File: src/rtl/parking_pkg.sv
// Shared types, widths and helpers for the parking time scheduler slice.
package parking_pkg;

    localparam int TIME_W = 8;
    localparam logic [TIME_W-1:0] DUR_SAT = 8'hFF;
    localparam int MAX_SLOTS = 16;

    typedef enum logic [2:0] {
        ST_IDLE,
        ST_ENTRY,
        ST_EXIT_LOAD,
        ST_EXIT_SUB,
        ST_OUT_WAIT
    } park_state_e;

    // Index of the lowest clear bit; MAX_SLOTS when every bit is set.
    function automatic logic [4:0] lowest_free(input logic [MAX_SLOTS-1:0] occ_vec);
        logic [4:0] idx;
        idx = 5'(MAX_SLOTS);
        for (int i = MAX_SLOTS - 1; i >= 0; i--) begin
            if (!occ_vec[i]) begin
                idx = 5'(i);
            end
        end
        return idx;
    endfunction

endpackage

File: src/rtl/parking_time_scheduler_if.sv
// Gate, result and status signals between the scheduler and its neighbours.
// dur_ovf exists only when PARK_OVERFLOW_EN is defined.
interface parking_time_scheduler_if #(parameter int SLOT_W = 3);
    import parking_pkg::*;

    logic              tick;
    logic              entry_req;
    logic              entry_ack;
    logic [SLOT_W-1:0] entry_slot;
    logic              full;
    logic              exit_req;
    logic [SLOT_W-1:0] exit_slot;
    logic              exit_ack;
    logic              exit_err;
    logic              dur_valid;
    logic              dur_ready;
    logic [TIME_W-1:0] dur_time;
    logic [SLOT_W-1:0] dur_slot;
    logic [TIME_W-1:0] now;
    logic [SLOT_W:0]   occupancy;
`ifdef PARK_OVERFLOW_EN
    logic              dur_ovf;
`endif

    modport master (
`ifdef PARK_OVERFLOW_EN
        input  dur_ovf,
`endif
        output tick, entry_req, exit_req, exit_slot, dur_ready,
        input  entry_ack, entry_slot, full, exit_ack, exit_err,
        input  dur_valid, dur_time, dur_slot, now, occupancy
    );

    modport slave (
`ifdef PARK_OVERFLOW_EN
        output dur_ovf,
`endif
        input  tick, entry_req, exit_req, exit_slot, dur_ready,
        output entry_ack, entry_slot, full, exit_ack, exit_err,
        output dur_valid, dur_time, dur_slot, now, occupancy
    );

endinterface

File: src/rtl/parking_slot_table.sv
// Per-slot occupancy, entry timestamp and (with PARK_OVERFLOW_EN) overflow flag.
module parking_slot_table
    import parking_pkg::*;
#(
    parameter int SLOTS  = 8,
    parameter int SLOT_W = 3
) (
    input  logic              clk,
    input  logic              reset,
    input  logic              wr_en_i,
    input  logic [SLOT_W-1:0] wr_slot_i,
    input  logic [TIME_W-1:0] wr_time_i,
    input  logic              clr_en_i,
    input  logic [SLOT_W-1:0] clr_slot_i,
    input  logic [SLOT_W-1:0] rd_slot_i,
    output logic [SLOTS-1:0]  occ_o,
    output logic [TIME_W-1:0] rd_time_o,
`ifdef PARK_OVERFLOW_EN
    input  logic              tick_i,
    input  logic [TIME_W-1:0] now_i,
    output logic              rd_ovf_o,
`endif
    output logic              rd_occ_o
);

    logic [SLOTS-1:0]  occ_q;
    logic [TIME_W-1:0] entry_time_q [SLOTS];

    always_ff @(posedge clk) begin
        if (reset) begin
            occ_q <= '0;
        end else begin
            for (int i = 0; i < SLOTS; i++) begin
                if (wr_en_i && wr_slot_i == SLOT_W'(i)) begin
                    occ_q[i] <= 1'b1;
                end else if (clr_en_i && clr_slot_i == SLOT_W'(i)) begin
                    occ_q[i] <= 1'b0;
                end
            end
        end
    end

    // Timestamps are meaningless while a slot is free, so they skip reset.
    always_ff @(posedge clk) begin
        for (int i = 0; i < SLOTS; i++) begin
            if (wr_en_i && wr_slot_i == SLOT_W'(i)) begin
                entry_time_q[i] <= wr_time_i;
            end
        end
    end

`ifdef PARK_OVERFLOW_EN
    logic [SLOTS-1:0] ovf_q;

    // A full lap of the time base returns now to the entry stamp.
    always_ff @(posedge clk) begin
        if (reset) begin
            ovf_q <= '0;
        end else begin
            for (int i = 0; i < SLOTS; i++) begin
                if (wr_en_i && wr_slot_i == SLOT_W'(i)) begin
                    ovf_q[i] <= 1'b0;
                end else if (tick_i && occ_q[i] &&
                             (now_i + TIME_W'(1)) == entry_time_q[i]) begin
                    ovf_q[i] <= 1'b1;
                end
            end
        end
    end
`endif

    always_comb begin
        rd_time_o = '0;
        rd_occ_o  = 1'b0;
`ifdef PARK_OVERFLOW_EN
        rd_ovf_o  = 1'b0;
`endif
        for (int i = 0; i < SLOTS; i++) begin
            if (rd_slot_i == SLOT_W'(i)) begin
                rd_time_o = entry_time_q[i];
                rd_occ_o  = occ_q[i];
`ifdef PARK_OVERFLOW_EN
                rd_ovf_o  = ovf_q[i];
`endif
            end
        end
    end

    assign occ_o = occ_q;

endmodule

File: src/rtl/time_calculate.sv
// Modulo-2^TIME_W subtractor shared by every exit transaction.
module time_calculate
    import parking_pkg::*;
(
    input  logic [TIME_W-1:0] time_out_i,
    input  logic [TIME_W-1:0] time_in_i,
    output logic [TIME_W-1:0] diff_o
);

    assign diff_o = time_out_i - time_in_i;

endmodule

File: src/rtl/parking_time_scheduler.sv
// Parking controller scheduler: time base, slot allocation and exit duration sequencing.
// Define PARK_OVERFLOW_EN to saturate durations of a full lap or more and report dur_ovf.
module parking_time_scheduler
    import parking_pkg::*;
#(
    parameter int SLOTS  = 8,
    parameter int SLOT_W = 3
) (
    input  logic                      clk,
    input  logic                      reset,
    parking_time_scheduler_if.slave   bus
);

    localparam int CNT_W = SLOT_W + 1;

    park_state_e       state_q, state_d;
    logic [TIME_W-1:0] now_q, now_d;
    logic [TIME_W-1:0] time_in_q, time_out_q;
    logic [SLOT_W-1:0] slot_q;
    logic              bad_q;
    logic [TIME_W-1:0] dur_time_q, dur_d;
    logic [SLOT_W-1:0] dur_slot_q;

    logic [SLOTS-1:0]     occ;
    logic [MAX_SLOTS-1:0] occ_pad;
    logic [4:0]           free_idx;
    logic [SLOT_W-1:0]    free_slot;
    logic                 full;
    logic [CNT_W-1:0]     occ_cnt;
    logic [TIME_W-1:0]    rd_time;
    logic                 rd_occ;
    logic                 exit_bad;
    logic [TIME_W-1:0]    diff;

`ifdef PARK_OVERFLOW_EN
    logic rd_ovf;
    logic ovf_q;
    logic dur_ovf_q;
`endif

    parking_slot_table #(.SLOTS(SLOTS), .SLOT_W(SLOT_W)) u_table (
        .clk        (clk),
        .reset      (reset),
        .wr_en_i    (state_q == ST_ENTRY),
        .wr_slot_i  (free_slot),
        .wr_time_i  (now_q),
        .clr_en_i   (state_q == ST_EXIT_SUB && !bad_q),
        .clr_slot_i (slot_q),
        .rd_slot_i  (bus.exit_slot),
        .occ_o      (occ),
        .rd_time_o  (rd_time),
`ifdef PARK_OVERFLOW_EN
        .tick_i     (bus.tick),
        .now_i      (now_q),
        .rd_ovf_o   (rd_ovf),
`endif
        .rd_occ_o   (rd_occ)
    );

    time_calculate u_sub (
        .time_out_i (time_out_q),
        .time_in_i  (time_in_q),
        .diff_o     (diff)
    );

    // Unused encoder inputs read as occupied so only real slots are ever chosen.
    always_comb begin
        occ_pad              = '1;
        occ_pad[SLOTS-1:0]   = occ;
        occ_cnt              = '0;
        for (int i = 0; i < SLOTS; i++) begin
            occ_cnt = occ_cnt + CNT_W'(occ[i]);
        end
    end

    assign free_idx  = lowest_free(occ_pad);
    assign free_slot = free_idx[SLOT_W-1:0];
    assign full      = (free_idx >= 5'(SLOTS));
    assign exit_bad  = (int'(bus.exit_slot) >= SLOTS) || !rd_occ;
    assign now_d     = bus.tick ? now_q + TIME_W'(1) : now_q;

`ifdef PARK_OVERFLOW_EN
    assign dur_d = ovf_q ? DUR_SAT : diff;
`else
    assign dur_d = diff;
`endif

    // Exit outranks entry in IDLE since it frees capacity.
    always_comb begin
        state_d = state_q;
        unique case (state_q)
            ST_IDLE: begin
                if (bus.exit_req) begin
                    state_d = ST_EXIT_LOAD;
                end else if (bus.entry_req && !full) begin
                    state_d = ST_ENTRY;
                end
            end
            ST_ENTRY:     state_d = ST_IDLE;
            ST_EXIT_LOAD: state_d = ST_EXIT_SUB;
            ST_EXIT_SUB:  state_d = bad_q ? ST_IDLE : ST_OUT_WAIT;
            ST_OUT_WAIT: begin
                if (bus.dur_ready) begin
                    state_d = ST_IDLE;
                end
            end
            default:      state_d = ST_IDLE;
        endcase
    end

    always_ff @(posedge clk) begin
        if (reset) begin
            state_q    <= ST_IDLE;
            now_q      <= '0;
            time_in_q  <= '0;
            time_out_q <= '0;
            slot_q     <= '0;
            bad_q      <= 1'b0;
            dur_time_q <= '0;
            dur_slot_q <= '0;
`ifdef PARK_OVERFLOW_EN
            ovf_q      <= 1'b0;
            dur_ovf_q  <= 1'b0;
`endif
        end else begin
            state_q <= state_d;
            now_q   <= now_d;
            if (state_q == ST_EXIT_LOAD) begin
                time_in_q  <= rd_time;
                time_out_q <= now_q;
                slot_q     <= bus.exit_slot;
                bad_q      <= exit_bad;
`ifdef PARK_OVERFLOW_EN
                ovf_q      <= rd_ovf;
`endif
            end
            if (state_q == ST_EXIT_SUB && !bad_q) begin
                dur_time_q <= dur_d;
                dur_slot_q <= slot_q;
`ifdef PARK_OVERFLOW_EN
                dur_ovf_q  <= ovf_q;
`endif
            end
        end
    end

    assign bus.entry_ack  = (state_q == ST_ENTRY);
    assign bus.entry_slot = (state_q == ST_ENTRY) ? free_slot : '0;
    assign bus.full       = full;
    assign bus.exit_ack   = (state_q == ST_EXIT_SUB);
    assign bus.exit_err   = (state_q == ST_EXIT_SUB) && bad_q;
    assign bus.dur_valid  = (state_q == ST_OUT_WAIT);
    assign bus.dur_time   = dur_time_q;
    assign bus.dur_slot   = dur_slot_q;
    assign bus.now        = now_q;
    assign bus.occupancy  = occ_cnt;
`ifdef PARK_OVERFLOW_EN
    assign bus.dur_ovf    = dur_ovf_q;
`endif

endmodule
File: src/flat_wrapper.sv
// flat-port wrapper written by rule: the top's interface ports become plain ports
module parking_time_scheduler_flat import parking_pkg::*;
#(
    parameter int SLOTS  = 8,
    parameter int SLOT_W = 3
)
  (clk, reset, bus_tick, bus_entry_req, bus_exit_req, bus_exit_slot, bus_dur_ready, bus_entry_ack, bus_entry_slot, bus_full, bus_exit_ack, bus_exit_err, bus_dur_valid, bus_dur_time, bus_dur_slot, bus_now, bus_occupancy);
  parking_time_scheduler_if #(.SLOT_W(SLOT_W)) bus_i ();
  input  logic clk;
  input  logic reset;
  input wire logic [$bits(bus_i.tick)-1:0] bus_tick;
  input wire logic [$bits(bus_i.entry_req)-1:0] bus_entry_req;
  input wire logic [$bits(bus_i.exit_req)-1:0] bus_exit_req;
  input wire logic [$bits(bus_i.exit_slot)-1:0] bus_exit_slot;
  input wire logic [$bits(bus_i.dur_ready)-1:0] bus_dur_ready;
  output wire logic [$bits(bus_i.entry_ack)-1:0] bus_entry_ack;
  output wire logic [$bits(bus_i.entry_slot)-1:0] bus_entry_slot;
  output wire logic [$bits(bus_i.full)-1:0] bus_full;
  output wire logic [$bits(bus_i.exit_ack)-1:0] bus_exit_ack;
  output wire logic [$bits(bus_i.exit_err)-1:0] bus_exit_err;
  output wire logic [$bits(bus_i.dur_valid)-1:0] bus_dur_valid;
  output wire logic [$bits(bus_i.dur_time)-1:0] bus_dur_time;
  output wire logic [$bits(bus_i.dur_slot)-1:0] bus_dur_slot;
  output wire logic [$bits(bus_i.now)-1:0] bus_now;
  output wire logic [$bits(bus_i.occupancy)-1:0] bus_occupancy;
  assign bus_i.tick = bus_tick;
  assign bus_i.entry_req = bus_entry_req;
  assign bus_i.exit_req = bus_exit_req;
  assign bus_i.exit_slot = bus_exit_slot;
  assign bus_i.dur_ready = bus_dur_ready;
  assign bus_entry_ack = bus_i.entry_ack;
  assign bus_entry_slot = bus_i.entry_slot;
  assign bus_full = bus_i.full;
  assign bus_exit_ack = bus_i.exit_ack;
  assign bus_exit_err = bus_i.exit_err;
  assign bus_dur_valid = bus_i.dur_valid;
  assign bus_dur_time = bus_i.dur_time;
  assign bus_dur_slot = bus_i.dur_slot;
  assign bus_now = bus_i.now;
  assign bus_occupancy = bus_i.occupancy;
  parking_time_scheduler #(.SLOTS(SLOTS), .SLOT_W(SLOT_W)) u_core (.clk(clk), .reset(reset), .bus(bus_i));
endmodule
File: config.mk
export PLATFORM = sky130hd
export DESIGN_NAME = parking_time_scheduler_flat
export DESIGN_NICKNAME = d
export VERILOG_FILES = /design/src/rtl/parking_pkg.sv /design/src/rtl/parking_time_scheduler_if.sv /design/src/rtl/parking_slot_table.sv /design/src/rtl/time_calculate.sv /design/src/rtl/parking_time_scheduler.sv /design/src/flat_wrapper.sv
export SDC_FILE = /design/constraint.sdc
export NUM_CORES = 1
export LEC_CHECK = 0
export CELL_PAD_IN_SITES_DETAIL_PLACEMENT = 0
export CELL_PAD_IN_SITES_GLOBAL_PLACEMENT = 1
export CORE_UTILIZATION = 50
export DETAILED_ROUTE_END_ITERATION = 8
export PLACE_DENSITY_LB_ADDON = 0.1
export REMOVE_ABC_BUFFERS = 1
export SETUP_SLACK_MARGIN = 0.15
export SKIP_LAST_GASP = 1
export SYNTH_ARGS = -nofsm -noshare
export SYNTH_HDL_FRONTEND = slang
export SYNTH_HIERARCHICAL = 1
export SYNTH_SLANG_ARGS = --single-unit
export TNS_END_PERCENT = 5
File: constraint.sdc
create_clock -name clk -period 8.3 [get_ports clk]
set_input_delay 1.66 -clock clk [delete_from_list [all_inputs] [get_ports clk]]
set_output_delay 1.66 -clock clk [all_outputs]
set_load 0.05 [all_outputs]
Run 1, floorplan with the power grid:
Pins as bars on the die edge.
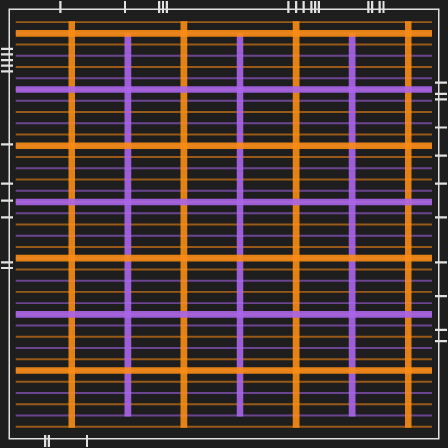
Orange marks VSS. Purple marks VDD.
The core has 36 rows. 40 signal pins sit on the boundary. 7 straps on met4. 7 straps on met5.

Run 1, selected gate families:
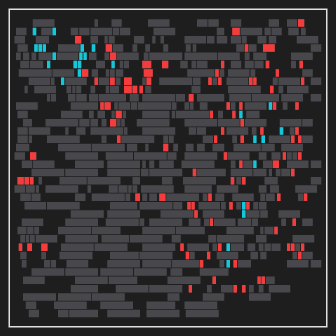
Cyan marks inverters, cells 26. Red marks NAND gates, cells 95, where all over the die.
final cell count without fillers: 647
most common logic cell in the routed design: nand2_1
Comb area share: 32.5%

Run 1, met1 routing:
Supply wires on this layer in grey.
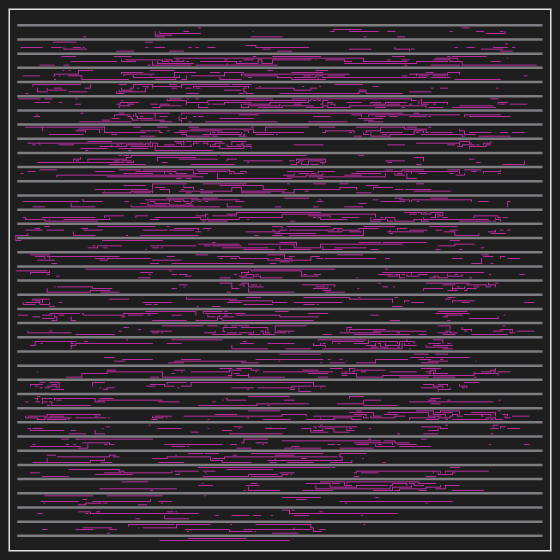
The wires run mostly horizontal. The layer holds 48% of the routed length. The longest straight run is 42.3 microns. 492 nets have wire on it. The layer carries 4980 microns of wire.
final wirelength: 10300 microns
vias post-DR: 3491
met1 GRT Util: 27.7%

[run 1: critical path, cell delays in order, from the launching register on]
cell,delay (ns)
dfxtp_1,0.43
inv_1,0.09
fa_1,0.56
fa_1,0.43
fa_1,0.45
inv_1,0.07
ha_1,0.16
inv_1,0.06
fa_1,0.38
xnor2_1,0.16
clkdlybuf4s50_1,0.82
[run 1: final cells by class]
type,instances,share of cell area [%]
Sequential cell,114,46.8
Multi-Input combinational cell,298,32.5
Timing Repair Buffer,44,6.77
Clock buffer,17,6.63
Clock inverter,15,3.14
Tap cell,133,2.66
Inverter,26,1.56
==> flow_metrics.py, run 1 <==
# Auto-generated metrics
metrics = {
    "run_status": {
        "status": "finished, final reports clean",
    },
    "global_route": {
        "grt_pass1_vias": 3344,
        "grt_max_degree": 50,
        "overflow": 0,
        "grtUsageMet2_pct": 31.4,
    },
    "place": {
        "dp_hpwl_microns": 6550,
        "io_buffers": 39,
        "placed_cell_area_sq_um": 5640,
        "dp_cells": 615,
        "pre_cts_slack_ns": 3.06,
    },
    "logic_synthesis": {
        "ff_type": "edfxtp_1",
        "top_logic_kind": "simple AND/OR/NAND/NOR gates",
        "aoi_share_pct": 10.4,
        "yosysTopAreaCellShare_pct": 37.3,
        "yosysChipArea_sq_um": 5160,
        "yosys_warnings": 6,
        "netlist_area_sq_um": 5160,
        "synth_adder_area_share_pct": 4.61,
        "ys_cells": 460,
        "edf_count": 64,
        "yosys-top-cells-count": "nand2_1 (67), edfxtp_1 (64), a21oi_1 (58)",
        "synth_cells": 460,
        "simple_gate_share_pct": 14.4,
        "synthArstFlopShare_pct": 0,
        "syn_area_per_cell_sq_um": 11.2,
        "yosysUniqueCellTypes": 46,
        "xor_area_share_pct": 1.87,
        "postSynthSeqShare_pct": 56.7,
    },
    "sta": {
        "final_hold_viol_count": 0,
        "max_freq_mhz": 173,
        "tightest_slew_ns": 1.02,
        "setup_tns_ns": 0,
        "period_used_pct": 69.6,
        "relSlewSlack_pct": 31.5,
        "rsz0062_at_grt": "no",
        "clock_skew_ns": 0.00829,
        "whs_ns": 0.450,
        "drv_slew": 0,
        "setup_viol": 0,
    },
    "cts": {
        "cts_buffers": 17,
        "clock_sink_count": 114,
        "cts.path.max_buffers": 2,
        "clk-insertion-delay-late_ns": 0.52,
        "cts_tree": "built",
        "cts_post_setup_buffers_inserted": 0,
    },
    "job": {
        "warning_count": 25,
    },
    "power_and_ir_drop": {
        "p_leak_nw": 2.26,
        "ir_worst_vdd_v": 0.000155,
        "maxPowerGroup": "the clock network",
        "p_switching_mw": 0.351,
        "pg_comb_mw": 0.107,
        "pg_seq_mw": 0.616,
    },
    "min_path": {
        "holdPathEnd": "u_core/bus.dur_time[6]",
        "min_path_cells": 2,
        "min-delay-start": "u_core/bus.dur_time[6]",
    },
    "cells_and_area": {
        "stdcell_area_sq_um": 6250,
        "antenna_cells": 0,
        "largest_reg_flops": 64,
        "top_register": "u_core/u_table/entry_time_q",
        "regArea_sq_um": 2920,
    },
    "floorplanning": {
        "die.size.y_microns": 104,
        "io_pins": 40,
    },
    "critical_path": {
        "cp-end-kind": "output port",
        "rr_endpoint": "u_core/u_table/entry_time_q[1][29]",
        "cp-endpoint": "bus_occupancy[2]",
        "reg2regPathDepth": 5,
    },
    "routing": {
        "detail_route.vias_per_cell": 5.40,
        "wl_met2_microns": 4760,
    },
}
Run 1, sequential cells coloured by netlist name:
Other sequential cells in the stronger grey, the rest of the logic in the fainter grey.
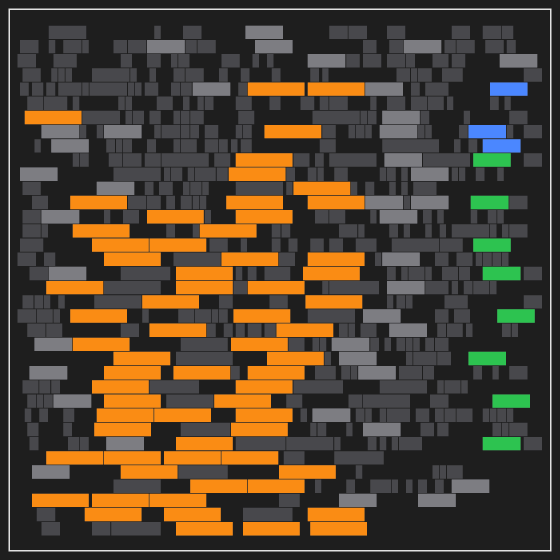

==> run 1 -> run 2 <==
- CORE_UTILIZATION: 50 -> 42
- clock period: 8.3 -> 4.9 ns (I/O delays scaled with it)
Run 2, sequential cells coloured by netlist name:
Other sequential cells in the stronger grey, the rest of the logic in the fainter grey.
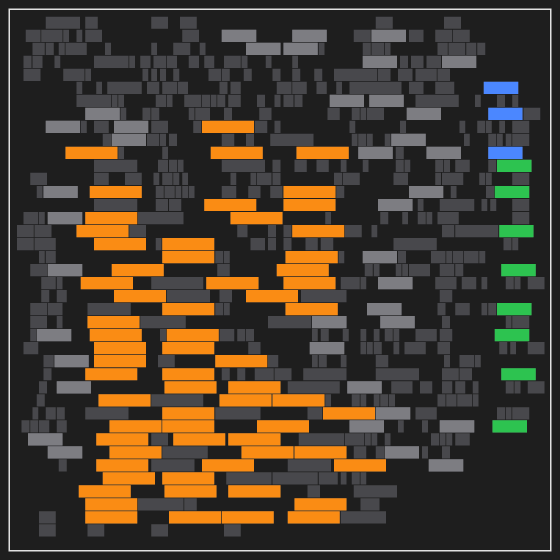
Green marks u_core/bus.dur_time, flops 8, where middle right. Orange marks u_core/u_table/entry_time_q, flops 64. Blue marks u_core/bus.dur_slot, flops 3.
Another 39 sequential cells are not coloured.

Run 2, selected gate families:
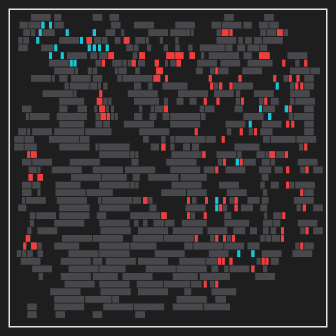
Cyan marks inverters, cells 26. Red marks NAND gates, cells 95, where all over the die.
Comb area share: 32.3%
final cell count without fillers: 661

Run 2, met1 routing:
Supply wires on this layer in grey.
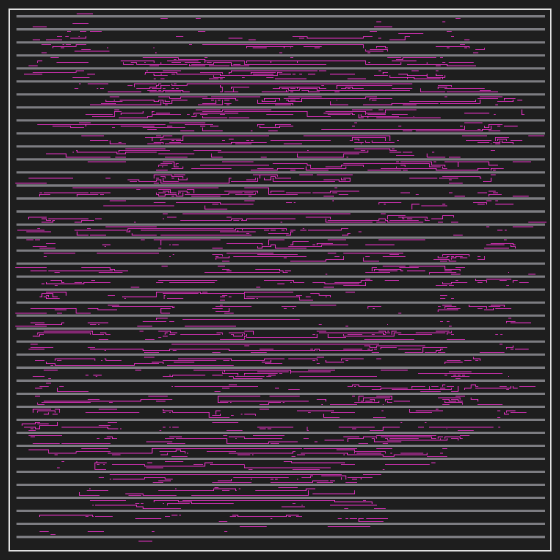
final wirelength: 10400 microns
met1 GRT Util: 23.6%
vias post-DR: 3421

==> run 2 against run 1 <==
  * Sequential share of layout area fell by 0.29 points
  * Combinational power is about 70% higher
  * Hold slack hardly changed
  * Synthesized cell count unchanged
  * Flip-flop count unchanged
  * Sequential power increased by 69%
  * Highest routed layer unchanged
==> flow_metrics.py, run 2 <==
# Auto-generated metrics
metrics = {
    "critical_path": {
        "critPathKind": "flop to output port",
        "rr_endpoint": "u_core/u_table/occ_o[2]",
        "cp-endpoint": "bus_occupancy[3]",
        "critPathArrivalTime_ns": 3.57,
        "ff2ff_setup_slack_ns": 2.53,
        "crit_chain": "inv_1 > fa_1 > fa_1 > fa_1 > inv_1 > ha_1 > a21oi_1 > nor2b_1 > clkdlybuf4s50_1",
        "reg2regPathDepth": 6,
        "crit_fanout": 7,
        "startpoint": "u_core/u_table/occ_o[0]",
        "cp-end-kind": "output port",
        "crit_required_ns": 3.92,
        "cp_top_family": "adder cells",
        "startpoint_type": "flop",
        "rr_startpoint": "u_core/state_q[0]",
        "slowest_delay_ns": 0.81,
        "cp_num_cells": 9,
        "crit_buf_inv": 3,
        "path_common_cell": "fa_1",
        "worst_path_max_delay_cell": "clkdlybuf4s50_1",
    },
    "min_path": {
        "min_path_cells": 2,
        "min-delay-start": "u_core/bus.dur_time[6]",
        "holdPathEnd": "u_core/bus.dur_time[6]",
        "hold_path.class": "flop to flop",
    },
    "logic_synthesis": {
        "synthArstFlopShare_pct": 0,
        "yosys-top-cells-count": "nand2_1 (67), edfxtp_1 (64), a21oi_1 (58)",
        "yosysTopAreaCellShare_pct": 37.3,
        "yosysUniqueCellTypes": 46,
        "yosysMostFrequentCell": "nand2_1",
        "ys_cells": 460,
        "ff_type": "edfxtp_1",
        "edf_count": 64,
        "syn_area_per_cell_sq_um": 11.2,
        "ys_top_cells_by_area": "edfxtp_1 (37%), dfxtp_1 (19%), a21oi_1 (5.6%)",
        "synth_cells": 460,
        "top_area_cell": "edfxtp_1",
        "netlist_area_sq_um": 5160,
        "postSynthSeqShare_pct": 56.7,
        "ys.flops": 114,
        "yosys_warnings": 6,
        "yosysChipArea_sq_um": 5160,
    },
    "cells_and_area": {
        "clk_share_pct": 10.0,
        "largest_reg_flops": 64,
        "seq_share_pct": 46.5,
        "final_cell_mix": "nand2_1 (67), edfxtp_1 (64), a21oi_1 (58)",
        "lay_top_count": "nand2_1",
        "layout.nonclk_buf_share_pct": 6.77,
        "fillers": 1118,
        "area_growth_syn_to_layout_pct": 21.9,
        "top_register": "u_core/u_table/entry_time_q",
        "clock_buffers": 17,
        "num-multi-input-gates": 298,
        "stdcell_area_sq_um": 6290,
        "n_all_inverters": 26,
        "antenna_cells": 0,
        "area.combinational_sq_um": 2030,
        "layout.nets": 527,
        "n_all_buffers": 45,
        "dominant-cell-class": "registers",
        "regArea_sq_um": 2920,
        "layout-drive-gt1-share_pct": 9.53,
        "final_util_pct": 52.3,
        "flops": 114,
    },
    "global_route": {
        "grt_usage_pct": 17.9,
        "grtUsageMet2_pct": 27.2,
        "grt_pass1_vias": 3204,
        "use_met3_pct": 5.57,
        "antenna_found_initial": 0,
        "grt_max_degree": 50,
        "busiest_layer": "met2",
        "overflow": 0,
        "grt_pass1_wl_microns": 16800,
    },
    "routing": {
        "drt-wirelength-per-cell_microns": 15.7,
        "drt_iter0_markers": 149,
        "firstDrtPassIters": 4,
        "antenna_left": 0,
        "highest_layer": "met4",
        "drc_errors": 0,
        "detail_route.vias_per_cell": 5.18,
        "wl_met3_microns": 401,
        "wl_met2_microns": 4850,
        "wl_met1_microns": 5060,
    },
    "job": {
        "warning_count": 25,
        "drv_cap": 0,
    },
    "sta": {
        "setup_viol": 0,
        "period_used_pct": 92.8,
        "relSlewSlack_pct": 25.8,
        "tightest_slew_ns": 1.11,
        "setup_slack_ns": 0.351,
        "drv_slew": 0,
        "max_freq_mhz": 220,
        "rsz0062_at_grt": "no",
        "whs_ns": 0.450,
        "setup_tns_ns": 0,
        "final_hold_viol_count": 0,
        "clock_skew_ns": 0.00871,
        "min_period_ns": 4.55,
    },
    "floorplanning": {
        "io_pins": 40,
        "die.size.y_microns": 113,
        "tap_cells": 147,
        "die_w_microns": 113,
        "fp-utilization_pct": 42.9,
        "die-area_sq_um": 12700,
        "rows": 40,
        "core_area_sq_um": 12000,
    },
    "cts": {
        "cts.path.max_buffers": 2,
        "cts_tree": "built",
        "ctsHoldBuffers": 0,
        "cts_root_buf": "clkbuf_16",
        "cts_resized": 0,
        "clk-insertion-delay-late_ns": 0.41,
        "clock_sink_count": 114,
        "cts_buffers": 17,
        "htreeDepth": 4,
        "cts_post_setup_buffers_inserted": 0,
        "cts.clk_slew.worst_paths_ns": 0.05,
    },
    "power_and_ir_drop": {
        "switching_share_pct": 22.5,
        "pg_clk_mw": 1.29,
        "pg_seq_mw": 1.04,
        "power.total_mw": 2.52,
        "pg_comb_mw": 0.182,
        "p_switching_mw": 0.567,
        "ir_worst_vdd_v": 0.000191,
        "p_int_mw": 1.95,
        "p_comb_share_pct": 7.2,
        "seqPwrFrac_pct": 41.4,
        "clock_power_share_pct": 51.3,
        "p_leak_nw": 2.27,
        "power_density_nw_per_um2": 401,
        "maxPowerGroup": "the clock network",
    },
    "place": {
        "dp_hpwl_microns": 6830,
        "gp_congestion": 0.859,
        "pre_cts_slack_ns": 0.781,
        "placed_cell_area_sq_um": 5660,
        "dp_cells": 630,
        "io_buffers": 39,
    },
    "run_status": {
        "status": "finished, final reports clean",
    },
}
run 2: cell counts after synthesis:
No cell type changed its count.
run 2: kinds of logic (layout without fill, tap and decap cells):
| kind of cell | after synthesis | in the layout | share of synthesized area (%) |
|---|---|---|---|
| compound gates | 91 | 91 | 10.4 |
| xor+xnor | 11 | 11 | 1.87 |
| simple gates | 156 | 156 | 14.4 |
| flops | 114 | 114 | 56.7 |
| buf+inv | 48 | 102 | 4.12 |
| mux | 24 | 24 | 7.93 |
| fa+ha+maj | 16 | 16 | 4.61 |
run 2: worst min-delay path: stages, from the launching register on:
cell and delay, ns:
dfxtp_1 0.30, nand2_1 0.05, a21oi_1 0.05
Run 2, floorplan with the power grid:
Pins as bars on the die edge.
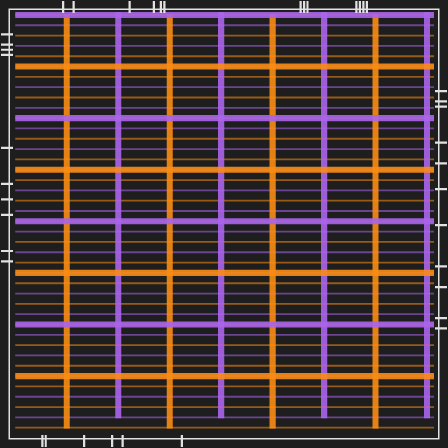

==> run 2 -> run 3 <==
- ABC_AREA: not set -> 1
- CORE_UTILIZATION: 42 -> 41
Run 3, floorplan with the power grid:
Pins as bars on the die edge.
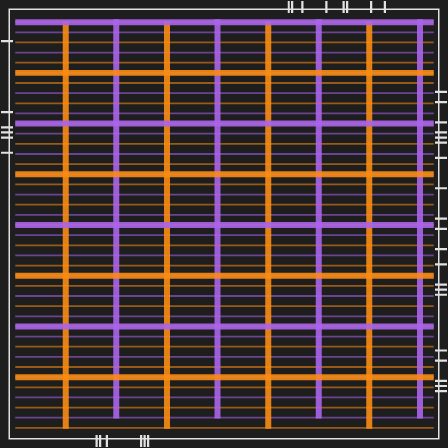
Orange marks VSS. Purple marks VDD.
The core has 40 rows. 8 straps on met4. 40 signal pins sit on the boundary.
Die Ht: 115 microns
maximum VDD drop: 0.000230 V
core area: 12200 sq um
Die W: 115 microns

Run 3, selected gate families:
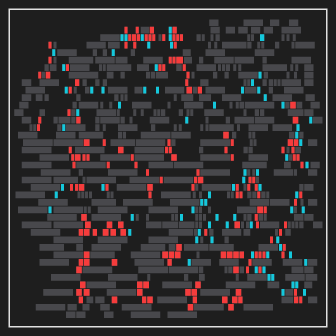
final cell count without fillers: 791
most common logic cell in the routed design: nor2_1
Comb area share: 29.8%

Run 3, sequential cells coloured by netlist name:
Other sequential cells in the stronger grey, the rest of the logic in the fainter grey.
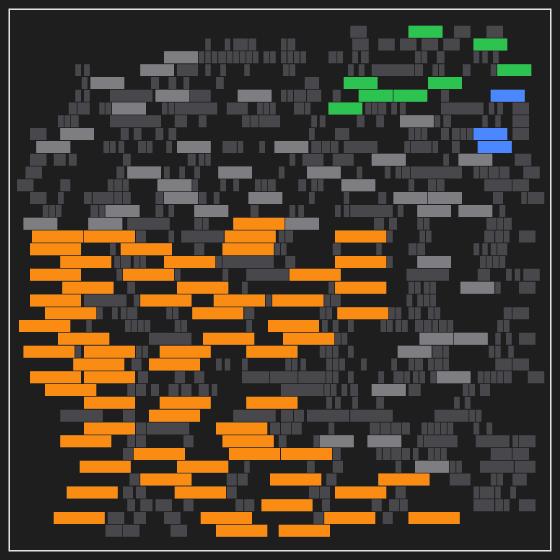
Blue marks u_core/bus.dur_slot, flops 3. Orange marks u_core/u_table/entry_time_q, flops 64. Green marks u_core/bus.dur_time, flops 8, where upper right.
Another 39 sequential cells are not coloured.
Util after Layout: 51.4%
sequential fraction of total cell area: 46.6%
FF+latch area: 2920 sq um

==> run 3 against run 2 <==
  * Clock power is 7% lower
  * Core utilization is 0.98 points lower
  * Area after synthesis is 1.1% higher
  * Count of clock-buffer cells in the layout is 2 higher
  * Clock skew is 0.0034 ns higher
  * Hold slack better by 0.029 ns
  * Non-clock buffer count is 4 lower
  * Flip-flop count stayed put
  * Die size is 3.5% higher
  * Cell area is 0.24% lower
  * Combinational power is about 70% higher
  * Sequential power hardly changed
  * Critical path type unchanged
  * Highest routed layer unchanged
==> flow_metrics.py, run 3 <==
# Auto-generated metrics
metrics = {
    "cts": {
        "cts_buffers": 17,
        "cts_post_setup_buffers_inserted": 0,
        "htreeDepth": 4,
        "cts_root_buf": "clkbuf_16",
        "cts.path.max_buffers": 2,
        "cts_tree": "built",
        "clock_sink_count": 114,
        "clk-insertion-delay-late_ns": 0.41,
        "cts.clk_slew.worst_paths_ns": 0.05,
    },
    "critical_path": {
        "path_common_cell": "fa_1",
        "critPathArrivalTime_ns": 3.61,
        "cp-end-kind": "output port",
        "cp_top_family": "adder cells",
        "crit_buf_inv": 4,
        "reg2regPathDepth": 12,
        "slowest_delay_ns": 0.55,
        "worst_path_max_delay_cell": "fa_1",
        "startpoint_type": "flop",
        "crit_fanout": 5,
        "crit_chain": "inv_1 > fa_1 > fa_1 > fa_1 > inv_1 > ha_1 > inv_1 > fa_1 > xnor2_1 > dlygate4sd2_1",
        "critPathKind": "flop to output port",
        "cp_num_cells": 10,
        "crit_required_ns": 3.92,
    },
    "floorplanning": {
        "die-area_sq_um": 13200,
        "tap_cells": 168,
        "fp-utilization_pct": 42.7,
        "io_pins": 40,
        "rows": 40,
    },
    "routing": {
        "antenna_left": 0,
        "detail_route.vias_per_cell": 5.02,
        "num_vias": 3974,
        "drt-wirelength-per-cell_microns": 15.1,
        "wl_met2_microns": 5530,
        "drt-total-wl_microns": 12000,
        "wl_met1_microns": 5780,
        "firstDrtPassIters": 4,
        "drt_iter0_markers": 186,
        "highest_layer": "met4",
        "wl_met3_microns": 515,
        "drc_errors": 0,
    },
    "logic_synthesis": {
        "netlist_area_sq_um": 5220,
        "yosysMostFrequentCell": "nor2_1",
        "ff_type": "edfxtp_1",
        "syn_area_per_cell_sq_um": 9.15,
        "yosysTopAreaCellShare_pct": 36.9,
        "aoi_share_pct": 6.05,
        "ys.flops": 114,
        "synth_cells": 570,
        "top_area_cell": "edfxtp_1",
        "edf_count": 64,
        "yosys_warnings": 6,
        "synth_adder_area_share_pct": 4.56,
        "yosysChipArea_sq_um": 5220,
        "yosysUniqueCellTypes": 36,
        "ys_top_cells_by_area": "edfxtp_1 (37%), dfxtp_1 (19%), nor2_1 (7.9%)",
        "simple_gate_share_pct": 24.4,
        "synthArstFlopShare_pct": 0,
        "postSynthSeqShare_pct": 56.0,
        "synthMuxAreaShare_pct": 0,
        "xor_area_share_pct": 0.840,
        "ys_cells": 570,
    },
    "global_route": {
        "grt_pass1_wl_microns": 19400,
        "antenna_found_initial": 0,
        "grt_util_met1_pct": 26.4,
        "overflow": 0,
        "grt_usage_pct": 20.0,
        "grt_max_degree": 40,
        "use_met3_pct": 5.27,
        "grtUsageMet2_pct": 32.3,
        "grt_pass1_vias": 3726,
        "busiest_layer": "met2",
    },
    "cells_and_area": {
        "layout-drive-gt1-share_pct": 8.19,
        "fillers": 1163,
        "layout.nonclk_buf_share_pct": 6.48,
        "largest_reg_flops": 64,
        "clock_buffers": 19,
        "area_growth_syn_to_layout_pct": 20.3,
        "n_all_inverters": 76,
        "final_cell_mix": "nor2_1 (110), nand2_1 (85), inv_1 (68)",
        "layout.nets": 636,
        "antenna_cells": 0,
        "area.combinational_sq_um": 1870,
        "stdcell_area_sq_um": 6270,
        "n_all_buffers": 41,
        "dominant-cell-class": "registers",
        "flops": 114,
        "num-multi-input-gates": 361,
        "clk_share_pct": 9.16,
        "top_register": "u_core/u_table/entry_time_q",
    },
    "power_and_ir_drop": {
        "switching_share_pct": 25.0,
        "p_int_mw": 1.93,
        "clock_power_share_pct": 46.5,
        "p_comb_share_pct": 12.0,
        "maxPowerGroup": "the clock network",
        "power_density_nw_per_um2": 411,
        "p_switching_mw": 0.645,
        "p_leak_nw": 2.42,
        "seqPwrFrac_pct": 41.5,
        "pg_comb_mw": 0.309,
        "power.total_mw": 2.58,
        "pg_clk_mw": 1.20,
        "pg_seq_mw": 1.07,
    },
    "sta": {
        "max_freq_mhz": 218,
        "relSlewSlack_pct": 31.8,
        "clock_skew_ns": 0.0121,
        "rsz0062_at_grt": "yes",
        "min_period_ns": 4.59,
        "drv_slew": 0,
        "period_used_pct": 93.7,
        "setup_viol": 0,
        "setup_tns_ns": 0,
        "whs_ns": 0.479,
        "tightest_slew_ns": 1.02,
        "setup_slack_ns": 0.307,
        "final_hold_viol_count": 0,
    },
    "place": {
        "dp_cells": 760,
        "gp_congestion": 0.803,
        "io_buffers": 39,
        "placed_cell_area_sq_um": 5700,
        "dp_hpwl_microns": 7890,
        "pre_cts_slack_ns": 0.422,
    },
    "min_path": {
        "hold_path.class": "flop to flop",
        "min_path_cells": 2,
    },
    "job": {
        "drv_cap": 0,
        "warning_count": 27,
    },
    "run_status": {
        "status": "finished, final reports clean",
    },
}
-- run 3: worst min-delay path, cell delays in order, from the launching register on --
cell and delay (ns):
dfxtp_1 0.32, nor2_1 0.05, nor2_1 0.08
-- run 3: timing repair --
action                                 in CTS  in global routing
gates cloned                                0                  0
endpoints found under the hold margin       0                  0
setup endpoints to repair                   2                  2
resized                                     1                  1
-- run 3: path summary, 6_finish.rpt --
path,from,end,slack [ns]
hold / removal,u_core/time_out_q[0],u_core/time_out_q[0],0.48
setup / recovery,u_core/u_table/occ_o[0],bus_occupancy[2],0.31
setup reg to reg,u_core/u_table/occ_o[7],u_core/u_table/entry_time_q[0][6],2.56
hold reg to reg,u_core/time_out_q[0],u_core/time_out_q[0],0.48
Power figures rest on the tool's default switching activity, not on a simulated workload.
